### src/rtl/axi4l_decoder_if.sv
// AXI4-Lite bus bundle for the 1:N decoder: master-facing s_* and per-slave m_* channels.
// The slave modport is the decoder's view; the master modport is the opposite side.
interface axi4l_decoder_if #(
  parameter int unsigned N_SLAVES = 2
);
  logic                      s_awvalid, s_awready;
  logic [31:0]               s_awaddr;
  logic                      s_wvalid, s_wready;
  logic [31:0]               s_wdata;
  logic [3:0]                s_wstrb;
  logic                      s_bvalid, s_bready;
  logic [1:0]                s_bresp;
  logic                      s_arvalid, s_arready;
  logic [31:0]               s_araddr;
  logic                      s_rvalid, s_rready;
  logic [31:0]               s_rdata;
  logic [1:0]                s_rresp;

  logic [N_SLAVES-1:0]       m_awvalid, m_awready;
  logic [31:0]               m_awaddr;
  logic [N_SLAVES-1:0]       m_wvalid, m_wready;
  logic [31:0]               m_wdata;
  logic [3:0]                m_wstrb;
  logic [N_SLAVES-1:0]       m_bvalid, m_bready;
  logic [N_SLAVES-1:0][1:0]  m_bresp;
  logic [N_SLAVES-1:0]       m_arvalid, m_arready;
  logic [31:0]               m_araddr;
  logic [N_SLAVES-1:0]       m_rvalid, m_rready;
  logic [N_SLAVES-1:0][31:0] m_rdata;
  logic [N_SLAVES-1:0][1:0]  m_rresp;

  modport slave (
    input  s_awvalid, s_awaddr, s_wvalid, s_wdata, s_wstrb, s_bready,
           s_arvalid, s_araddr, s_rready,
    output s_awready, s_wready, s_bvalid, s_bresp, s_arready, s_rvalid, s_rdata, s_rresp,
    output m_awvalid, m_awaddr, m_wvalid, m_wdata, m_wstrb, m_bready,
           m_arvalid, m_araddr, m_rready,
    input  m_awready, m_wready, m_bvalid, m_bresp, m_arready, m_rvalid, m_rdata, m_rresp
  );

  modport master (
    output s_awvalid, s_awaddr, s_wvalid, s_wdata, s_wstrb, s_bready,
           s_arvalid, s_araddr, s_rready,
    input  s_awready, s_wready, s_bvalid, s_bresp, s_arready, s_rvalid, s_rdata, s_rresp,
    input  m_awvalid, m_awaddr, m_wvalid, m_wdata, m_wstrb, m_bready,
           m_arvalid, m_araddr, m_rready,
    output m_awready, m_wready, m_bvalid, m_bresp, m_arready, m_rvalid, m_rdata, m_rresp
  );
endinterface

### src/rtl/axi4l_decoder.sv
// 1-master to N-slave AXI4-Lite address decoder with independent single-outstanding
// write and read paths; unmapped addresses are answered locally with DECERR.
module axi4l_decoder #(
  parameter int unsigned                  N_SLAVES   = 2,
  parameter logic [N_SLAVES-1:0][31:0]    SLAVE_BASE = {32'h4000_1000, 32'h4000_0000},
  parameter logic [N_SLAVES-1:0][31:0]    SLAVE_MASK = {32'hFFFF_F000, 32'hFFFF_F000}
) (
  input  logic                  clk,
  input  logic                  rst,
  axi4l_decoder_if.slave        bus
);
  localparam int unsigned SW     = (N_SLAVES > 1) ? $clog2(N_SLAVES) : 1;
  localparam logic [1:0]  OKAY   = 2'b00;
  localparam logic [1:0]  DECERR = 2'b11;

  typedef enum logic [1:0] {W_IDLE, W_FWD, W_ERR, W_RESP} w_state_t;
  typedef enum logic [1:0] {R_IDLE, R_FWD, R_ERR, R_RESP} r_state_t;

  w_state_t        w_state, w_next;
  r_state_t        r_state, r_next;
  logic [SW-1:0]   w_sel, r_sel;
  logic            aw_done, w_done, aw_fin, w_fin;
  logic [SW:0]     aw_dec, ar_dec;

  // MSB = hit flag, low bits = index of the lowest matching window.
  function automatic logic [SW:0] decode(input logic [31:0] addr);
    decode = '0;
    for (int unsigned i = 0; i < N_SLAVES; i++) begin
      if (!decode[SW] && ((addr & SLAVE_MASK[i]) == SLAVE_BASE[i]))
        decode = {1'b1, SW'(i)};
    end
  endfunction

  assign aw_dec      = decode(bus.s_awaddr);
  assign ar_dec      = decode(bus.s_araddr);
  assign bus.m_wdata = bus.s_wdata;
  assign bus.m_wstrb = bus.s_wstrb;

  always_ff @(posedge clk) begin
    if (rst) begin
      w_state <= W_IDLE;
      w_sel   <= '0;
      aw_done <= 1'b0;
      w_done  <= 1'b0;
    end else begin
      w_state <= w_next;
      if (w_state == W_IDLE && bus.s_awvalid) begin
        w_sel   <= aw_dec[SW-1:0];
        aw_done <= 1'b0;
        w_done  <= 1'b0;
      end else begin
        aw_done <= aw_fin;
        w_done  <= w_fin;
      end
    end
  end

  always_ff @(posedge clk) begin
    if (w_state == W_IDLE && bus.s_awvalid) bus.m_awaddr <= bus.s_awaddr;
    if (r_state == R_IDLE && bus.s_arvalid) bus.m_araddr <= bus.s_araddr;
  end

  always_comb begin
    w_next         = w_state;
    aw_fin         = aw_done;
    w_fin          = w_done;
    bus.s_awready  = 1'b0;
    bus.s_wready   = 1'b0;
    bus.s_bvalid   = 1'b0;
    bus.s_bresp    = OKAY;
    bus.m_awvalid  = '0;
    bus.m_wvalid   = '0;
    bus.m_bready   = '0;
    unique case (w_state)
      W_IDLE: begin
        bus.s_awready = 1'b1;
        if (bus.s_awvalid) w_next = aw_dec[SW] ? W_FWD : W_ERR;
      end
      W_FWD: begin
        bus.m_awvalid[w_sel] = !aw_done;
        bus.m_wvalid[w_sel]  = bus.s_wvalid && !w_done;
        bus.s_wready         = bus.m_wready[w_sel] && !w_done;
        aw_fin = aw_done || bus.m_awready[w_sel];
        w_fin  = w_done || (bus.s_wvalid && bus.m_wready[w_sel]);
        if (aw_fin && w_fin) w_next = W_RESP;
      end
      W_ERR: begin
        // w_done doubles as "error beat swallowed": B is only offered after it.
        bus.s_wready = !w_done;
        w_fin        = w_done || bus.s_wvalid;
        bus.s_bvalid = w_done;
        bus.s_bresp  = w_done ? DECERR : OKAY;
        if (w_done && bus.s_bready) w_next = W_IDLE;
      end
      W_RESP: begin
        bus.s_bvalid        = bus.m_bvalid[w_sel];
        bus.s_bresp         = bus.m_bresp[w_sel];
        bus.m_bready[w_sel] = bus.s_bready;
        if (bus.m_bvalid[w_sel] && bus.s_bready) w_next = W_IDLE;
      end
      default: w_next = W_IDLE;
    endcase
  end

  always_ff @(posedge clk) begin
    if (rst) begin
      r_state <= R_IDLE;
      r_sel   <= '0;
    end else begin
      r_state <= r_next;
      if (r_state == R_IDLE && bus.s_arvalid) r_sel <= ar_dec[SW-1:0];
    end
  end

  always_comb begin
    r_next        = r_state;
    bus.s_arready = 1'b0;
    bus.s_rvalid  = 1'b0;
    bus.s_rdata   = '0;
    bus.s_rresp   = OKAY;
    bus.m_arvalid = '0;
    bus.m_rready  = '0;
    unique case (r_state)
      R_IDLE: begin
        bus.s_arready = 1'b1;
        if (bus.s_arvalid) r_next = ar_dec[SW] ? R_FWD : R_ERR;
      end
      R_FWD: begin
        bus.m_arvalid[r_sel] = 1'b1;
        if (bus.m_arready[r_sel]) r_next = R_RESP;
      end
      R_ERR: begin
        bus.s_rvalid = 1'b1;
        bus.s_rresp  = DECERR;
        if (bus.s_rready) r_next = R_IDLE;
      end
      R_RESP: begin
        bus.s_rvalid        = bus.m_rvalid[r_sel];
        bus.s_rdata         = bus.m_rdata[r_sel];
        bus.s_rresp         = bus.m_rresp[r_sel];
        bus.m_rready[r_sel] = bus.s_rready;
        if (bus.m_rvalid[r_sel] && bus.s_rready) r_next = R_IDLE;
      end
      default: r_next = R_IDLE;
    endcase
  end
endmodule

### src/flat_wrapper.sv
// flat-port wrapper written by rule: the top's interface ports become plain ports
module axi4l_decoder_flat 
#(
  parameter int unsigned                  N_SLAVES   = 2,
  parameter logic [N_SLAVES-1:0][31:0]    SLAVE_BASE = {32'h4000_1000, 32'h4000_0000},
  parameter logic [N_SLAVES-1:0][31:0]    SLAVE_MASK = {32'hFFFF_F000, 32'hFFFF_F000}
)
  (clk, rst, bus_s_awvalid, bus_s_awaddr, bus_s_wvalid, bus_s_wdata, bus_s_wstrb, bus_s_bready, bus_s_arvalid, bus_s_araddr, bus_s_rready, bus_s_awready, bus_s_wready, bus_s_bvalid, bus_s_bresp, bus_s_arready, bus_s_rvalid, bus_s_rdata, bus_s_rresp, bus_m_awvalid, bus_m_awaddr, bus_m_wvalid, bus_m_wdata, bus_m_wstrb, bus_m_bready, bus_m_arvalid, bus_m_araddr, bus_m_rready, bus_m_awready, bus_m_wready, bus_m_bvalid, bus_m_bresp, bus_m_arready, bus_m_rvalid, bus_m_rdata, bus_m_rresp);
  axi4l_decoder_if #(.N_SLAVES(N_SLAVES)) bus_i ();
  input  logic clk;
  input  logic rst;
  input wire logic [$bits(bus_i.s_awvalid)-1:0] bus_s_awvalid;
  input wire logic [$bits(bus_i.s_awaddr)-1:0] bus_s_awaddr;
  input wire logic [$bits(bus_i.s_wvalid)-1:0] bus_s_wvalid;
  input wire logic [$bits(bus_i.s_wdata)-1:0] bus_s_wdata;
  input wire logic [$bits(bus_i.s_wstrb)-1:0] bus_s_wstrb;
  input wire logic [$bits(bus_i.s_bready)-1:0] bus_s_bready;
  input wire logic [$bits(bus_i.s_arvalid)-1:0] bus_s_arvalid;
  input wire logic [$bits(bus_i.s_araddr)-1:0] bus_s_araddr;
  input wire logic [$bits(bus_i.s_rready)-1:0] bus_s_rready;
  output wire logic [$bits(bus_i.s_awready)-1:0] bus_s_awready;
  output wire logic [$bits(bus_i.s_wready)-1:0] bus_s_wready;
  output wire logic [$bits(bus_i.s_bvalid)-1:0] bus_s_bvalid;
  output wire logic [$bits(bus_i.s_bresp)-1:0] bus_s_bresp;
  output wire logic [$bits(bus_i.s_arready)-1:0] bus_s_arready;
  output wire logic [$bits(bus_i.s_rvalid)-1:0] bus_s_rvalid;
  output wire logic [$bits(bus_i.s_rdata)-1:0] bus_s_rdata;
  output wire logic [$bits(bus_i.s_rresp)-1:0] bus_s_rresp;
  output wire logic [$bits(bus_i.m_awvalid)-1:0] bus_m_awvalid;
  output wire logic [$bits(bus_i.m_awaddr)-1:0] bus_m_awaddr;
  output wire logic [$bits(bus_i.m_wvalid)-1:0] bus_m_wvalid;
  output wire logic [$bits(bus_i.m_wdata)-1:0] bus_m_wdata;
  output wire logic [$bits(bus_i.m_wstrb)-1:0] bus_m_wstrb;
  output wire logic [$bits(bus_i.m_bready)-1:0] bus_m_bready;
  output wire logic [$bits(bus_i.m_arvalid)-1:0] bus_m_arvalid;
  output wire logic [$bits(bus_i.m_araddr)-1:0] bus_m_araddr;
  output wire logic [$bits(bus_i.m_rready)-1:0] bus_m_rready;
  input wire logic [$bits(bus_i.m_awready)-1:0] bus_m_awready;
  input wire logic [$bits(bus_i.m_wready)-1:0] bus_m_wready;
  input wire logic [$bits(bus_i.m_bvalid)-1:0] bus_m_bvalid;
  input wire logic [$bits(bus_i.m_bresp)-1:0] bus_m_bresp;
  input wire logic [$bits(bus_i.m_arready)-1:0] bus_m_arready;
  input wire logic [$bits(bus_i.m_rvalid)-1:0] bus_m_rvalid;
  input wire logic [$bits(bus_i.m_rdata)-1:0] bus_m_rdata;
  input wire logic [$bits(bus_i.m_rresp)-1:0] bus_m_rresp;
  assign bus_i.s_awvalid = bus_s_awvalid;
  assign bus_i.s_awaddr = bus_s_awaddr;
  assign bus_i.s_wvalid = bus_s_wvalid;
  assign bus_i.s_wdata = bus_s_wdata;
  assign bus_i.s_wstrb = bus_s_wstrb;
  assign bus_i.s_bready = bus_s_bready;
  assign bus_i.s_arvalid = bus_s_arvalid;
  assign bus_i.s_araddr = bus_s_araddr;
  assign bus_i.s_rready = bus_s_rready;
  assign bus_s_awready = bus_i.s_awready;
  assign bus_s_wready = bus_i.s_wready;
  assign bus_s_bvalid = bus_i.s_bvalid;
  assign bus_s_bresp = bus_i.s_bresp;
  assign bus_s_arready = bus_i.s_arready;
  assign bus_s_rvalid = bus_i.s_rvalid;
  assign bus_s_rdata = bus_i.s_rdata;
  assign bus_s_rresp = bus_i.s_rresp;
  assign bus_m_awvalid = bus_i.m_awvalid;
  assign bus_m_awaddr = bus_i.m_awaddr;
  assign bus_m_wvalid = bus_i.m_wvalid;
  assign bus_m_wdata = bus_i.m_wdata;
  assign bus_m_wstrb = bus_i.m_wstrb;
  assign bus_m_bready = bus_i.m_bready;
  assign bus_m_arvalid = bus_i.m_arvalid;
  assign bus_m_araddr = bus_i.m_araddr;
  assign bus_m_rready = bus_i.m_rready;
  assign bus_i.m_awready = bus_m_awready;
  assign bus_i.m_wready = bus_m_wready;
  assign bus_i.m_bvalid = bus_m_bvalid;
  assign bus_i.m_bresp = bus_m_bresp;
  assign bus_i.m_arready = bus_m_arready;
  assign bus_i.m_rvalid = bus_m_rvalid;
  assign bus_i.m_rdata = bus_m_rdata;
  assign bus_i.m_rresp = bus_m_rresp;
  axi4l_decoder #(.N_SLAVES(N_SLAVES), .SLAVE_BASE(SLAVE_BASE), .SLAVE_MASK(SLAVE_MASK)) u_core (.clk(clk), .rst(rst), .bus(bus_i));
endmodule
### config.mk
export PLATFORM = sky130hd
export DESIGN_NAME = axi4l_decoder_flat
export DESIGN_NICKNAME = d
export VERILOG_FILES = /design/src/rtl/axi4l_decoder_if.sv /design/src/rtl/axi4l_decoder.sv /design/src/flat_wrapper.sv
export SDC_FILE = /design/constraint.sdc
export NUM_CORES = 1
export LEC_CHECK = 0
export CORE_AREA = 5 5 130 132
export CTS_BUF_LIST = sky130_fd_sc_hd__clkbuf_8
export DETAILED_ROUTE_END_ITERATION = 10
export DIE_AREA = 0 0 135 137
export GPL_TIMING_DRIVEN = 0
export PLACE_DENSITY = 0.75
export SKIP_LAST_GASP = 1
export SLEW_MARGIN = 20
export SYNTH_ARGS = -nofsm -noshare
export SYNTH_HDL_FRONTEND = slang
export SYNTH_SLANG_ARGS = --single-unit
### constraint.sdc
create_clock -name clk -period 3.47 [get_ports clk]
set_clock_uncertainty 0.2 [all_clocks]
set_input_delay 0.347 -clock clk [delete_from_list [all_inputs] [get_ports clk]]
set_output_delay 0.347 -clock clk [all_outputs]
set_load 0.02 [all_outputs]
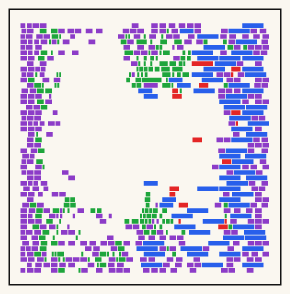
*Cell classes on the final placement*
Scale: 2 px per µm.
remaining buffers and delay cells: drawn in purple, cells 352, share of their area 50%. remaining logic cells: drawn in green, cells 166, share of their area 17%. registers: drawn in blue, cells 72, share of their area 31%. clock drivers and dummy loads: drawn in red, cells 16, share of their area 2.8%.
core area: 15600 µm²
final core utilization: 0.4513
design area: 7039 µm²

==> results.json <==
{
  "log.warning_count": 29,
  "fmax_mhz": 320.9,
  "slowest_stage": "clkdlybuf4s50_1",
  "cap_violations": 0,
  "hold_path_startpoint": "rst",
  "ff2ff_path_depth": 7,
  "placed_cells": 806,
  "hold_viol_final": 0,
  "cp_slowest_stage_delay_ns": 0.59,
  "crit_chain": "clkbuf_1 -> buf_2 -> mux2i_1 -> a21boi_0 -> clkdlybuf4s50_1",
  "critPathMaxFanout": 10,
  "htreeDepth": 3,
  "dpl.hpwl_um": 13080,
  "async_flop_share": 0,
  "run_status": "finished, final reports clean",
  "fillers": 1430,
  "seq_area_frac_synth": 0.5890,
  "place_area_um2": 6850,
  "clk_pin_slew_ns": 0.07,
  "grt_use_total": 0.1494,
  "use_met1": 0.1495,
  "slew-limit-headroom": 0.4908,
  "maxPowerGroup": "registers",
  "min_to": "u_core.w_state[1]",
  "setup_tns_ns": 0,
  "finalSetupViolations": 0,
  "reg2reg_from": "u_core.w_state[1]",
  "seqCellArea_um2": 2082,
  "powerDensity_nw_per_um2": 322.4,
  "top_regs": "u_core.bus.m_araddr x32, u_core.bus.m_awaddr x32",
  "cts_buffer_depth": 2,
  "ys_warn_count": 0,
  "drt-vias-per-instance": 4.181,
  "num_rows": 46,
  "n_all_buffers": 352,
  "logic_gate_count": 160,
  "biggestCellCategory": "buffers",
  "final_cell_mix": "clkdlybuf4s50_1 (302), edfxtp_1 (64), nor2_1 (45)",
  "clock_buffers": 9,
  "comb_share": 0.1568,
  "clk_share": 0.02648,
  "hold_class": "in2reg",
  "area_leaders": "edfxtp_1 (54%), mux2i_1 (11%), buf_4 (7.6%), nor2_1 (4.8%), dfxtp_1 (4.5%)",
  "cp.required_ns": 2.92,
  "ys_types": 42,
  "p_switching_uw": 569.9,
  "dpl_worst_slack_ns": 0.6880
}
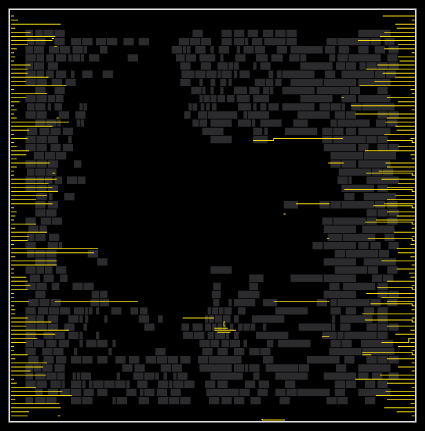
*Signal wires on met3*
Scale: 3 px per µm.
The wires run mostly horizontal. 209 nets have wire on it. The layer carries 1600 µm of wire. The longest straight run is 28.8 µm. The layer holds 11% of the routed length.
Vias: 3441
Detailed Route WL: 14950 µm
met3 usage: 0.04963

cell usage after synthesis, types with 2 or more instances:
master	count
edfxtp_1	64
nor2_1	45
mux2i_1	38
buf_4	36
nand2_1	10
nor4_1	9
clkbuf_1	8
dfxtp_1	8
inv_1	6
a21oi_1	5
ha_1	4
nor3b_1	4
a21boi_0	3
buf_1	3
nand2b_1	3
nand3_1	3
nor3_1	3
o21ai_0	3
o22ai_1	3
and2_1	2
and3b_1	2
mux2_4	2
nand4_1	2
nor4b_1	2
o31ai_1	2
kinds of logic after synthesis:
family / after synthesis / share of synthesized area
AOI/OAI and AO/OA: 21 / 0.04531
adders and majority gates: 4 / 0.01416
buffers and inverters: 55 / 0.09911
DFF: 72 / 0.5890
muxes: 41 / 0.1193
and+or+nand+nor: 94 / 0.1331
